--- config.mk ---
export PLATFORM = sky130hd
export DESIGN_NAME = hazard_scoreboard_unit
export DESIGN_NICKNAME = d
export VERILOG_FILES = /design/src/rtl/hazard_pkg.sv /design/src/rtl/hazard_reg_timer.sv /design/src/rtl/hazard_scoreboard_unit.sv
export SDC_FILE = /design/constraint.sdc
export NUM_CORES = 1
export LEC_CHECK = 0
export ABC_CLOCK_PERIOD_IN_PS = 2300
export CAP_MARGIN = 0
export CORE_MARGIN = 2
export CORE_UTILIZATION = 32
export DETAILED_ROUTE_END_ITERATION = 10
export SETUP_SLACK_MARGIN = 0.05
export SYNTH_ARGS = -nofsm -noshare
export SYNTH_HDL_FRONTEND = slang
export SYNTH_HIERARCHICAL = 1
export SYNTH_SLANG_ARGS = --single-unit
--- constraint.sdc ---
create_clock -name clk -period 2.3 [get_ports clk]
set_input_delay 0.345 -clock clk [delete_from_list [all_inputs] [get_ports clk]]
set_output_delay 0.345 -clock clk [all_outputs]
set_load 0.02 [all_outputs]
--- src/rtl/hazard_pkg.sv ---
// -----------------------------------------------------------------------------
// hazard_pkg
// Shared definitions for the load-use hazard scoreboard.
//   REG_ADDR_W_DFLT : default register address width
//   reg_idx_t       : register index type at the default width
//   X0              : the hard-wired zero register, never tracked
//   timer_w()       : width of a countdown timer able to hold a given latency
// -----------------------------------------------------------------------------
package hazard_pkg;

   localparam int REG_ADDR_W_DFLT = 5;

   typedef logic [REG_ADDR_W_DFLT-1:0] reg_idx_t;

   localparam reg_idx_t X0 = '0;

   // Enough bits to hold the value 'lat'; never narrower than one bit.
   function automatic int timer_w(input int lat);
      if (lat < 1) return 1;
      return $clog2(lat + 1);
   endfunction

endpackage

--- src/rtl/hazard_reg_timer.sv ---
// -----------------------------------------------------------------------------
// hazard_reg_timer
// Countdown timer for one architectural register.
//   clk, rst_n : clock, asynchronous active-low reset (timer clears to 0)
//   load       : reload with LOAD_VAL (wins over decrement)
//   dec_en     : decrement a nonzero count; low holds the count
//   busy       : count is nonzero, i.e. a load result is still in flight
// -----------------------------------------------------------------------------
module hazard_reg_timer
   import hazard_pkg::*;
#(
   parameter int TW       = 1,
   parameter int LOAD_VAL = 1
) (
   input  logic clk,
   input  logic rst_n,
   input  logic load,
   input  logic dec_en,
   output logic busy
);

   logic [TW-1:0] timer_q;
   logic [TW-1:0] timer_d;

   always_comb begin
      timer_d = timer_q;
      if (load) begin
         timer_d = TW'(LOAD_VAL);
      end else if (dec_en && (timer_q != '0)) begin
         timer_d = timer_q - TW'(1);
      end
   end

   always_ff @(posedge clk or negedge rst_n) begin
      if (!rst_n) begin
         timer_q <= '0;
      end else begin
         timer_q <= timer_d;
      end
   end

   assign busy = (timer_q != '0);

endmodule

--- src/rtl/hazard_scoreboard_unit.sv ---
// -----------------------------------------------------------------------------
// hazard_scoreboard_unit
// Load-use hazard unit in ID with a per-register countdown scoreboard, so a
// load with LOAD_LAT cycles of result latency stalls its dependants for exactly
// that many cycles. Honours a global memory freeze.
//
// Ports:
//   clk, rst_n                 : clock, asynchronous active-low reset
//   id_valid, id_mem_read      : ID holds a real instruction / it is a load
//   id_rd                      : destination of the ID instruction
//   ifid_rs1/rs2, *_en         : sources of the ID instruction and read enables
//   id_flush                   : ID instruction squashed this cycle
//   mem_stall                  : global pipeline freeze
//   pc_write, ifid_write       : PC and IF/ID enables
//   ctrl_sel                   : 1 = pass ID control, 0 = insert bubble
//   stall                      : load-use stall active (combinational)
//   stall_cycles               : saturating load-use stall count
//
// Optional build macro HAZARD_PERF_CNT_EN: when defined the stall-cycle counter
// is built; otherwise stall_cycles is tied to zero.
//
// Enables are level signals, not a handshake: an instruction leaves ID on a
// rising edge only when pc_write/ifid_write are 1 (see 'issue').
// -----------------------------------------------------------------------------
module hazard_scoreboard_unit
   import hazard_pkg::*;
#(
   parameter int REG_ADDR_W = hazard_pkg::REG_ADDR_W_DFLT,
   parameter int NUM_REGS   = 32,
   parameter int LOAD_LAT   = 1,
   parameter int PERF_W     = 16
) (
   input  logic                  clk,
   input  logic                  rst_n,
   input  logic                  id_valid,
   input  logic                  id_mem_read,
   input  logic [REG_ADDR_W-1:0] id_rd,
   input  logic [REG_ADDR_W-1:0] ifid_rs1,
   input  logic [REG_ADDR_W-1:0] ifid_rs2,
   input  logic                  ifid_rs1_en,
   input  logic                  ifid_rs2_en,
   input  logic                  id_flush,
   input  logic                  mem_stall,
   output logic                  pc_write,
   output logic                  ifid_write,
   output logic                  ctrl_sel,
   output logic                  stall,
   output logic [PERF_W-1:0]     stall_cycles
);

   localparam int TW = timer_w(LOAD_LAT);
   localparam logic [REG_ADDR_W-1:0] ZERO_REG = REG_ADDR_W'(X0);

   logic [NUM_REGS-1:0] busy;
   logic                issue;
   logic                load_issue;

   assign busy[0] = 1'b0;

   // One timer per trackable register; x0 is hard-wired and never busy.
   for (genvar r = 1; r < NUM_REGS; r++) begin : g_timer
      hazard_reg_timer #(
         .TW       (TW),
         .LOAD_VAL (LOAD_LAT)
      ) u_timer (
         .clk    (clk),
         .rst_n  (rst_n),
         .load   (load_issue && (id_rd == REG_ADDR_W'(r))),
         .dec_en (!mem_stall),
         .busy   (busy[r])
      );
   end

   always_comb begin
      stall = id_valid &&
              ((ifid_rs1_en && (ifid_rs1 != ZERO_REG) && busy[ifid_rs1]) ||
               (ifid_rs2_en && (ifid_rs2 != ZERO_REG) && busy[ifid_rs2]));
   end

   // A flushed or frozen instruction never leaves ID, so its load is not
   // recorded; loads already in flight keep counting regardless of flush.
   assign issue      = id_valid && !stall && !mem_stall && !id_flush;
   assign load_issue = issue && id_mem_read && (id_rd != ZERO_REG);

   // Freeze outranks the load-use bubble: the whole pipe holds, so the ID/EX
   // contents must not be replaced by a bubble.
   always_comb begin
      pc_write   = 1'b1;
      ifid_write = 1'b1;
      ctrl_sel   = 1'b1;
      if (mem_stall) begin
         pc_write   = 1'b0;
         ifid_write = 1'b0;
      end else if (stall) begin
         pc_write   = 1'b0;
         ifid_write = 1'b0;
         ctrl_sel   = 1'b0;
      end
   end

`ifdef HAZARD_PERF_CNT_EN
   logic [PERF_W-1:0] stall_cnt_q;
   logic [PERF_W-1:0] stall_cnt_d;

   always_comb begin
      stall_cnt_d = stall_cnt_q;
      if (stall && !mem_stall && (stall_cnt_q != '1)) begin
         stall_cnt_d = stall_cnt_q + PERF_W'(1);
      end
   end

   always_ff @(posedge clk or negedge rst_n) begin
      if (!rst_n) begin
         stall_cnt_q <= '0;
      end else begin
         stall_cnt_q <= stall_cnt_d;
      end
   end

   assign stall_cycles = stall_cnt_q;
`else
   assign stall_cycles = '0;
`endif

endmodule
Figure 1. Gate families picked out (run 1).
The bar under the picture is 20 um long.
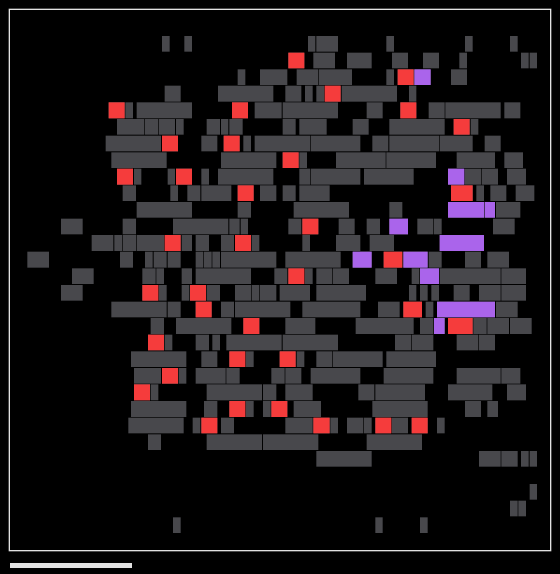
[aoi and oai cells] purple | cells: 11 | where: middle right
[non-inverting ao/oa cells] red | cells: 36

Figure 2. Pin placement (run 1).
Pins as bars across the die edge, other pins in grey.
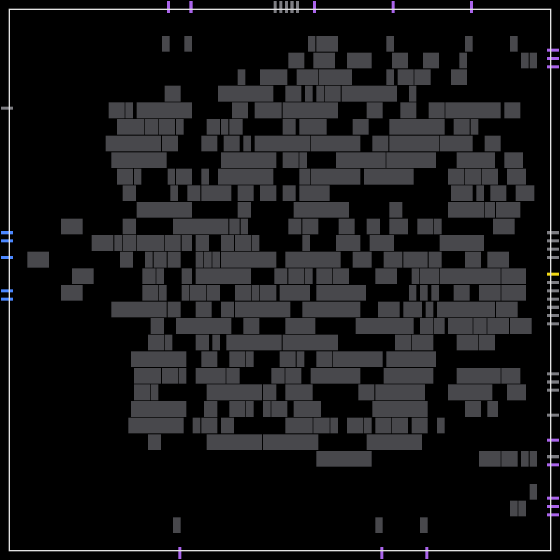
[stall_cycles] purple | pins: 16 | direction: output | edge: 8 right, 5 top, 3 bottom
[mem_stall] yellow | pins: 1 | direction: input | edge: right
[id_rd] blue | pins: 5 | direction: input | edge: left
all pins by edge: 24 right, 10 top, 6 left, 3 bottom

Figure 3. Cell classes on the final placement (run 1).
Fill, decap, tap and diode cells in grey.
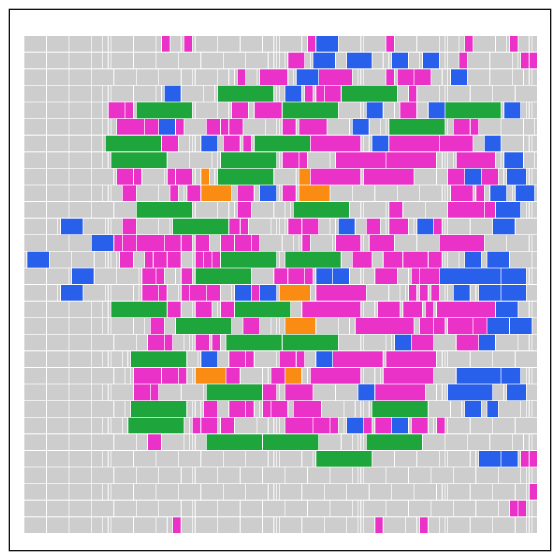
[remaining logic cells] magenta | cells: 180 | share of their area: 50%
[sequential cells] green | cells: 31 | share of their area: 27%
[remaining buffers and delay cells] blue | cells: 61 | share of their area: 20%
[clock drivers and dummy loads] orange | cells: 8 | share of their area: 3.0%

## run 1: metrics by stage
| step | total power, mW | setup TNS [ps] | setup slack [ps] |
|---|---|---|---|
| final | 1.21 | -210 | -99.8 |
| after global routing | 1.27 | -565 | -192 |
| after CTS | 1.22 | -256 | -108 |
| after detailed placement | 0.794 | -16230 | -934 |
| after global placement | 0.792 | -15720 | -916 |
| after floorplan | 0.715 | 0 | 15.9 |
## run 1: logic make-up after synthesis
family	synth area share [%]
other	0.164
and+or+nand+nor	16.3
buffers and inverters	15.3
muxes	18.2
DFF	33.9
AOI/OAI and AO/OA	16.1
## run 1: cell usage in the layout, fill, tap and decap left out, types with 2 or more instances in the layout
cell type / instances
a221oi_1: 2
buf_12: 2
dlygate4sd2_1: 5
nand3_1: 3
buf_6: 4
nor2_1: 2
clkdlybuf4s50_1: 15
nand2b_1: 4
mux2i_1: 4
mux2_2: 2
clkbuf_8: 5
mux4_2: 12
nor4_2: 9
mux4_1: 2
nand2_1: 10
buf_4: 33
nor2b_1: 5
inv_1: 35
o22a_1: 2
conb_1: 16
dfrtp_1: 31
a21o_1: 31
nor4_1: 22
## run 1: worst paths after layout
kind	startpoint	to	slack [ps]	cells after the start
setup reg to reg	g_timer[30].u_timer/busy	g_timer[30].u_timer/busy	160	7
setup / recovery	g_timer[30].u_timer/busy	ifid_write	-100	6
hold reg to reg	g_timer[9].u_timer/busy	g_timer[9].u_timer/busy	510	1
hold / removal	rst_n	g_timer[27].u_timer/busy	470	2
min in group clk	g_timer[9].u_timer/busy	g_timer[9].u_timer/busy	510	1
max in group asynchronous	rst_n	g_timer[17].u_timer/busy	1530	2
## run 1: critical path, stage by stage (launching register included)
cell and delay, ps:
dfrtp_1 420, mux4_2 480, mux2i_1 140, a32o_2 260, a211oi_4 70, a311oi_4 250, buf_6 160
## run 1: cell usage after synthesis (all sizes together)
library cell | number | area share, %
a211oi | 1 | 0.33
a21boi | 1 | 0.49
a21o | 31 | 10
a21oi | 2 | 0.93
a221oi | 2 | 0.77
a311oi | 1 | 0.38
a32o | 1 | 0.44
and2 | 1 | 0.27
buf | 28 | 9.2
clkbuf | 2 | 0.38
conb | 1 | 0.16
dfrtp | 31 | 34
inv | 35 | 5.7
mux2 | 3 | 1.5
mux2i | 4 | 1.8
mux4 | 14 | 15
nand2 | 11 | 1.8
nand2b | 4 | 1.1
nand3 | 4 | 1.1
nor2 | 2 | 0.33
nor2b | 5 | 1.4
nor4 | 31 | 9.3
nor4b | 1 | 0.38
o211ai | 1 | 0.33
o21a | 1 | 0.33
o21ai | 2 | 0.44
o21bai | 1 | 0.33
o22a | 2 | 0.77
o31a | 1 | 0.44
or2 | 1 | 0.27
or4 | 1 | 0.33
## run 1: final cells by class
class / instances / area, um2 / area share, %
clock buffer: 6 / 72.6 / 2.45
inverter: 35 / 131 / 4.44
timing repair buffer: 61 / 559 / 18.9
clock inverter: 2 / 12.5 / 0.422
sequential: 31 / 776 / 26.2
multi-input combinational: 145 / 1290 / 43.6
tap: 96 / 120 / 4.06
## run 1: power breakdown
part,leakage (nW),switching (mW),internal (mW)
Sequential,0.433,0.00163,0.547
Clock,0.0412,0.206,0.211
Combinational,1.14,0.144,0.105
==> changes_impl.md, run 1 <==
## Implementation

- Status: finished, violations left
- Violated checks: setup timing
- Skew final: 8.37 ps
- Crit path DRT: 1960 ps
- Ports: about 43
- Worst vdd ir: just over 0.0002 V
- CP startpoint kind: register
- Pwr dens: ~410 mW/mm2
- Routed wire length: a little under 6000 um
- Max layer used: met4
- CP arrival: a little over 2000 ps
- F_max: 417 MHz
- Rel. slew slack: about 64%
- Setup ws final: -99.8 ps
- Vias: between 1500 and 2000
- Distinct lib cells: 39
- H-tree depth: 2
- Max FFs per register: 31
- Gr busiest metal: met1
- Layout cells sized above 1: between 20% and 30%
- RSZ-0062 raised after global routing: true
- CTS buffer count: 5
- Fillers: between 600 and 700
- Crit Path Max Fanout: 3
- Pleak: 1.62 nW
- Remaining DRCs: 0
- Final non-filler cell total: approximately 380
- Final-stage net count: 302
- Worst setup EP type: output pin
- Metal3 WL: about 400 um
- Placed Instance Area: about 0.0028 mm2
- Drt first pass iters: 4
- TritonCTS clock tree: done
- Post-CTS Setup Bufs: 3
- Worst Hold Class: in -> async
- CTS clk-pin slew, worst paths: 70 ps
- Layout area overhead: 29.6%
- Fin. max-slew vios: 0
- Met2 Wirelength: between 2000 and 3000 um
- Period Utilization, post-route: 104%
- Port bufs: 26
- Setup CP Type: reg -> out
- Final core occ: between 40% and 50%
- Syn Area/Cell: between 10 and 15 um2
- Post-synthesis sequential area ratio: between 30% and 40%
- Met1 Routed Length: ~2800 um
- Synth warnings: 6
- Violation tally from detailed-route iteration zero: 119
- GP Congestion: roughly 0.8
- Cell Count Post-Placement: ~360
- # hold bufs at CTS: 0
- Clk sinks: 31
- Fp util: roughly a third
- Synthesized instance count: approximately 230
- Latest clock arrival within the worst-skew pair: about 280 ps
- Yosys Chip Area: ~0.0023 mm2
- Routing usage on met2: a little under a quarter
- Core area: a little under 0.007 mm2
- Initial antenna violation count: 0
- Met1 Use GR: roughly 24%
- Vias in the first global route: approximately 1800
- Yosys Instances: roughly 230
- Hold Vio Cnt, Final: 0
- Hpwl dp: between 4000 and 5000 um
- Log Warnings: 29
- # diodes: 0
- Finished Cell Area: roughly 0.003 mm2
- Final setup violation count: 3
- Die H: about 90 um
- First-pass GRT wire length: ~9500 um
- Via density: approximately 5
==> run 2, diff against run 1 <==
--- a/config.mk
+++ b/config.mk
@@ -8,8 +8,9 @@
 export ABC_CLOCK_PERIOD_IN_PS = 2300
 export CAP_MARGIN = 0
 export CORE_MARGIN = 2
-export CORE_UTILIZATION = 32
+export CORE_UTILIZATION = 53
 export DETAILED_ROUTE_END_ITERATION = 10
+export PLACE_DENSITY = 0.81
 export SETUP_SLACK_MARGIN = 0.05
 export SYNTH_ARGS = -nofsm -noshare
 export SYNTH_HDL_FRONTEND = slang
==> run 2 against run 1 <==
  * The flow still finishes with violations (setup timing)
  * First-iteration DRC count grew 5.9%
  * Synthesized cell count unchanged
  * Area after synthesis is the same
  * Critical path depth rose by 3
  * Clock skew is 2.6 ps lower
  * Combinational power is 12% higher
  * Global-route usage increased by 10 points
  * Non-clock buffer count up 2
  * Flip-flop count unchanged
  * Utilization increased by 34 points
  * Routed wire length up 19%
  * Fmax is 5.7% lower
  * Highest routed layer unchanged
==> changes_impl.md, run 2 <==
## Implementation

- Pleak: 1.67 nW (+3.6%)
- Yosys Instances: 226 (unchanged)
- Die H: 69.7 um (-21%)
- Hpwl dp: 4230 um (-1.5%)
- F_max: 393 MHz (-5.7%)
- GRT Total Usage: about a quarter
- CTS clk-pin slew, worst paths: 70 ps (about the same)
- Violated checks: setup timing
- Top cells, area: dfrtp_1, a21o_1, mux4_1
- Most numerous cell in the Yosys netlist: inv_1
- First-pass GRT wire length: 9940 um (+4.5%)
- Reg2reg setup slack: -80 ps (-240 ps)
- Placed Instance Area: 0.00272 mm2 (-1.0%)
- Top cells by count: inv_1, a21o_1, dfrtp_1, nor4_1, buf_4
- Site Rows: 23
- Core area: 0.00409 mm2 (-41%)
- Status: finished, violations left
- Vias: 2105 (+13%)
- Synth warnings: 6 (unchanged)
- Port bufs: 26 (unchanged)
- CTS buffer count: 5 (unchanged)
- Delay-heaviest family, CP: buffers and inverters
- Violation tally from detailed-route iteration zero: 126 (+5.9%)
- H-tree depth: 2 (unchanged)
- Remaining DRCs: 0 (unchanged)
- CP cell instances: buf_4 > bufbuf_16 > mux4_2 > o21ai_2 > o22a_1 > buf_6 > a21boi_4 > o211ai_1 > buf_4
- Routed wire length: 6950 um (+19%)
- Max Buffers Root-to-Sink: 2
- Final core occ: 77.0% (+34 points)
- Worst Hold Class: in -> async
- Setup ws final: -245 ps (-145 ps)
- Rel. slew slack: 58.9% (-5.5 points)
- # hold bufs at CTS: 0 (unchanged)
- Max FFs per register: 31 (unchanged)
- Yosys Chip Area: 0.00229 mm2 (unchanged)
- Most frequent logic cell in the layout: inv_1
- Post-synth top flop: dfrtp_1
- Hold Vio Cnt, Final: 0 (unchanged)
- Setup CP Type: in -> out
- Cell Count Post-Placement: 318 (-12%)
- Top Layout Cells: inv_1, buf_4, a21o_1, dfrtp_1, nor4_2
- Number of enable flip-flop cells: 0 (unchanged)
- Final non-filler cell total: 332 (-12%)
- Initial antenna violation count: 0 (unchanged)
- RSZ-0062 raised after global routing: true
- Synthesized instance count: 226 (unchanged)
- CP startpoint kind: primary input
- Syn Area/Cell: 10.1 um2 (unchanged)
- Worst setup EP type: output pin
- Pwr dens: 414 mW/mm2 (+0.86%)
- CP arrival: 2200 ps (+150 ps)
- Skew final: 5.77 ps (-2.60 ps)
- Crit Path Max Fanout: 4 (+1)
- Worst reg2reg endpoint: g_timer[3].u_timer/busy
- Worst r2r src: g_timer[11].u_timer/busy
- Cell accounting for the most synthesized area: dfrtp_1
- Finished Cell Area: 0.00315 mm2 (+6.3%)
- Latest clock arrival within the worst-skew pair: 280 ps (about the same)
- Wirelength per Cell: around 21 um
- GP Congestion: 0.901 (+12%)
- Layout cells sized above 1: 36.5% (+6.9 points)
- Vias in the first global route: 1959 (+11%)
- Fin. max-slew vios: 0 (unchanged)
- Distinct lib cells: 39 (unchanged)
- Final-stage net count: 304 (+0.66%)
- Log Warnings: 29 (unchanged)
- Fp util: 55.9% (+23 points)
- CP bufs+invs: 4 (+3)
- Final setup violation count: 18 (+15)
- Drt first pass iters: 4 (unchanged)
- Worst slack, placed: -932 ps (+1.87 ps)
- Top area contributor share: 33.9% (unchanged)
- Crit path DRT: 1960 ps (about the same)
- TritonCTS clock tree: done
- Ys async rst share: 100% (unchanged)
- Post-synthesis sequential area ratio: 33.9% (unchanged)
- Ports: 43 (unchanged)
- CP dominant cell by count: buf_4
- Worst vdd ir: 0.000448 V (+120%)
- # diodes: 0 (unchanged)
- Critical path's slowest cell: mux4_2
- Pwr Total: 1.30 mW (+7.2%)
- Clk sinks: 31 (unchanged)
- Cell count of the worst reg-to-reg path: 9 (+2)
- Layout area overhead: 37.7%
- Period Utilization, post-route: 111% (+6.3 points)
- Crit path largest cell delay: 530 ps (+50 ps)
- Via density: 6.34 (+29%)
==> run 2: power by group <==
| part | switching (mW) | internal, mW |
|---|---|---|
| Sequential | 0.00179 | 0.547 |
| Combinational | 0.163 | 0.114 |
| Clock | 0.203 | 0.273 |
==> run 2: repair_timing <==
item                       4_1_cts  5_1_grt
resized                         47       31
cloned                           2        0
pin swaps                        9        4
setup buffers                    1        3
setup endpoints to repair       35       29
hold endpoints to repair         0        0
==> run 2: routing by layer <==
layer | track usage, % | part of all wire (%) | vias up
met2 | 42.8 | 50 | 119
met4 | 11.1 | 4.6 | 0
met5 | 0 | 0 | -
li1 | - | - | 904
met1 | 33.8 | 38 | 1053
met3 | 5.81 | 7.1 | 29
==> run 2: cell type report <==
cell class	instances	area, um2
inverters	35	131
well taps	50	62.6
clock buffers	8	100
fillers	270	938
repair buffers	63	617
multi-input cells	145	1460
flip-flops and latches	31	776
==> run 2: worst max-delay path by stage <==
| stage | from | cells past startpoint | to |
|---|---|---|---|
| 6_report | ifid_rs1[0] | 9 | ctrl_sel |
| 5_1_grt | ifid_rs1[0] | 9 | ctrl_sel |
| 4_1_cts | g_timer[30].u_timer/busy | 6 | pc_write |
| 3_5_place_dp | ifid_rs1[0] | 8 | pc_write |
| 3_3_place_gp | ifid_rs1[0] | 8 | pc_write |
| 2_1_floorplan | ifid_rs1[0] | 7 | pc_write |
==> run 2: worst register-to-register path: cells and delay by family (launching register included) <==
| family | cells | cell delay [ps] |
|---|---|---|
| buffers and inverters | 3 | 540 |
| multiplexers | 1 | 530 |
| AND-OR/OR-AND | 4 | 510 |
| flip-flops | 1 | 420 |
| AND/OR/NAND/NOR | 1 | 330 |
==> run 2: logic make-up after synthesis <==
logic type | share of synthesized area, %
buffers and inverters | 15.3
other | 0.164
muxes | 18.2
AOI/OAI and AO/OA | 16.1
and+or+nand+nor | 16.3
DFF | 33.9
Figure 4. Sub-block map (run 2).
The bar under the picture is 20 um long.
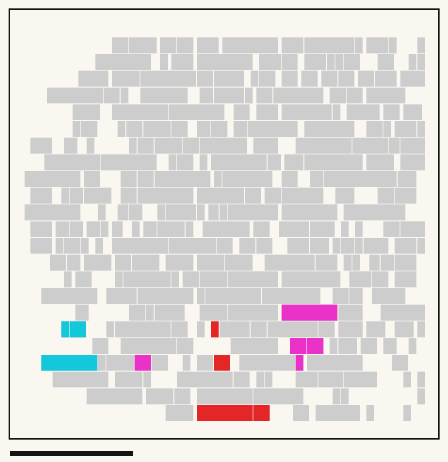
[g_timer[30].u_timer] cyan | cells: 3
[g_timer[25].u_timer] red | cells: 4 | where: bottom centre
[g_timer[3].u_timer] magenta | cells: 5

==> run 3, diff against run 2 <==
--- a/config.mk
+++ b/config.mk
@@ -11,7 +11,7 @@
 export CORE_UTILIZATION = 53
 export DETAILED_ROUTE_END_ITERATION = 10
 export PLACE_DENSITY = 0.81
-export SETUP_SLACK_MARGIN = 0.05
+export SETUP_SLACK_MARGIN = 0.2
 export SYNTH_ARGS = -nofsm -noshare
 export SYNTH_HDL_FRONTEND = slang
 export SYNTH_HIERARCHICAL = 1
==> run 3 against run 2 <==
  * The run still ends with setup timing left
  * Clock-buffer cell count unchanged
  * Utilization grew 2.4 points
  * Die size is the same
  * Register-to-register slack improved by 130 ps
  * Largest cell class unchanged
  * Worst setup slack gained 13 ps
  * Total power rose by 2.1%
  * Largest power group unchanged
  * First-iteration DRC count is 44% higher
  * Combinational power increased by 6%
  * Via count decreased by 1.4%
  * Final cell count decreased by 0.30%
  * Critical endpoint unchanged
  * Cell area is 3.1% higher
==> changes_impl.md, run 3 <==
## Implementation

- First-pass GRT wire length: 10200 um (+3.1%)
- Delay-heaviest family, CP: multiplexers
- Pleak: 1.69 nW (+1.1%)
- Layout area overhead: 42.0%
- Status: finished, violations left
- Setup CP Type: reg -> out
- Number of enable flip-flop cells: 0 (unchanged)
- Register area: 776 um2 (unchanged)
- RSZ-0062 raised after global routing: true
- Fin. max-slew vios: 0 (unchanged)
- GRT Total Usage: 27.2% (+0.90 points)
- Fp util: 55.9% (unchanged)
- Reg2reg setup slack: 50 ps (+130 ps)
- Most numerous cell in the Yosys netlist: inv_1
- CTS clk-pin slew, worst paths: 70 ps (about the same)
- Cell accounting for the most synthesized area: dfrtp_1
- Crit path DRT: 1960 ps (about the same)
- Post-synth top flop: dfrtp_1
- Top cells, area: dfrtp_1, a21o_1, mux4_1
- Max layer used: met4
- Yosys Chip Area: 0.00229 mm2 (unchanged)
- Yosys Instances: 226 (unchanged)
- Clk sinks: 31 (unchanged)
- Core area: 0.00409 mm2 (unchanged)
- Syn Area/Cell: 10.1 um2 (unchanged)
- Finished Cell Area: 0.00325 mm2 (+3.1%)
- Met2 Wirelength: 3570 um (+3.0%)
- Port bufs: 26 (unchanged)
- Initial antenna violation count: 0 (unchanged)
- Latest clock arrival within the worst-skew pair: 290 ps (about the same)
- Synthesized instance count: 226 (unchanged)
- Top area contributor share: 33.9% (unchanged)
- Synth warnings: 6 (unchanged)
- Die H: 69.7 um (unchanged)
- Crit Path Max Fanout: 4 (unchanged)
- Final setup violation count: 4 (-14)
- Worst slack, placed: -958 ps (-25.1 ps)
- Via density: 6.27 (-1.1%)
- CP cell instances: mux4_2 > mux2i_1 > o22a_1 > a21boi_2 > o211ai_1 > buf_4
- Ports: 43 (unchanged)
- Wirelength per Cell: 21.5 um (+2.9%)
- Site Rows: 23 (unchanged)
- Pwr dens: 410 mW/mm2 (-0.96%)
- F_max: 395 MHz (+0.51%)
- Ys async rst share: 100% (unchanged)
- Hold Vio Cnt, Final: 0 (unchanged)
- Routed wire length: 7130 um (+2.6%)
- CTS buffer count: 5 (unchanged)
- Layout cells sized above 1: 36.3% (-0.23 points)
- CP arrival: 2190 ps (about the same)
- CP startpoint kind: register
- Placed Instance Area: 0.00271 mm2 (-0.55%)
- Comb area: 0.00151 mm2 (+3.3%)
- H-tree depth: 2 (unchanged)
- Period Utilization, post-route: 110% (-0.56 points)
- Log Warnings: 29 (unchanged)
- Crit path largest cell delay: 480 ps (-50 ps)
- Top cells by count: inv_1, a21o_1, dfrtp_1, nor4_1, buf_4
- Setup ws final: -232 ps (+12.9 ps)
- Violation tally from detailed-route iteration zero: 182 (+44%)
- Critical path's slowest cell: mux4_2
- Max FFs per register: 31 (unchanged)
- Vias: 2075 (-1.4%)
- Drt first pass iters: 4 (unchanged)
- # hold bufs at CTS: 0 (unchanged)
- GP Congestion: 0.865 (-3.9%)
- Worst vdd ir: 0.000419 V (-6.5%)
- Violated checks: setup timing
- Fillers: 232 (-14%)
- Vias in the first global route: 2038 (+4.0%)
- Distinct lib cells: 39 (unchanged)
- Max Buffers Root-to-Sink: 2 (unchanged)
- CP bufs+invs: 1 (-3)
- Metal3 WL: 576 um (+17%)
[run 3: cells by family after synthesis]
logic type	count (synthesis)	share of synthesized area, %
buf+inv	65	15.3
mux	21	18.2
simple gates	61	16.3
compound gates	47	16.1
other cells	1	0.164
flops	31	33.9
[run 3: stage by stage]
step	TNS [ps]	power, mW	instances
finish	-694	1.33	331
global route	-989	1.37	331
CTS	-455	1.28	328
detailed placement	-16850	0.790	315
global placement	-15810	0.783	315
floorplan	0	0.716	241
[run 3: routing by layer]
metal	vias up	GRT usage (%)
met5	-	0
met4	0	10.9
met3	32	6.40
met2	134	43.8
met1	1015	35.5
li1	894	-
[run 3: final timing paths]
check                                    startpoint                       end  cells after the start
setup / recovery           g_timer[14].u_timer/busy                  ctrl_sel                      6
hold / removal                                rst_n  g_timer[17].u_timer/busy                      2
setup reg to reg           g_timer[14].u_timer/busy  g_timer[20].u_timer/busy                      7
hold reg to reg             g_timer[3].u_timer/busy   g_timer[3].u_timer/busy                      1
max in group asynchronous                     rst_n  g_timer[11].u_timer/busy                      2
min in group clk            g_timer[3].u_timer/busy   g_timer[3].u_timer/busy                      1
[run 3: final cells by class]
| cell class | instances | area share, % |
|---|---|---|
| well taps | 50 | 1.93 |
| inverters | 35 | 4.05 |
| flip-flops and latches | 31 | 23.9 |
| repair buffers | 62 | 20.5 |
| clock buffers | 8 | 3.08 |
| multi-input cells | 145 | 46.5 |
[run 3: power breakdown]
group / internal (mW) / switching (mW) / leakage [nW]
Combinational: 0.125 / 0.169 / 1.21
Clock: 0.273 / 0.213 / 0.0515
Sequential: 0.547 / 0.00202 / 0.433
[run 3: timing repair]
action / in CTS / in global routing
gates resized: 56 / 30
pin swaps: 11 / 3
gates cloned: 2 / 2
setup endpoints to repair: 35 / 35
setup buffers: 3 / 1
Figure 5. Wiring by layer (run 3).
Two of the layers only.
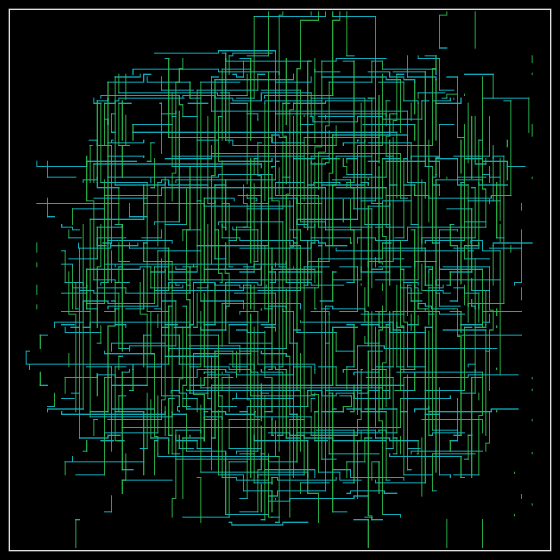
[M1] cyan | wire length: 2710 um
[M2] green | wire length: 3570 um


==> gallery <==
Clock routing.
Plate I
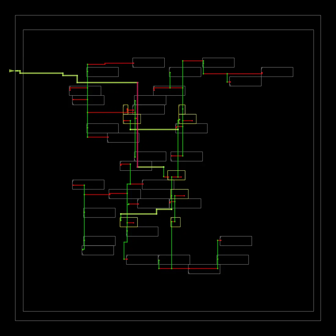
Plate II
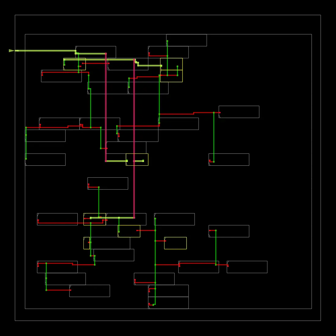
For run 2, see Plate II.
For run 1, see Plate I.

Power is estimated from default activity; no workload was simulated.
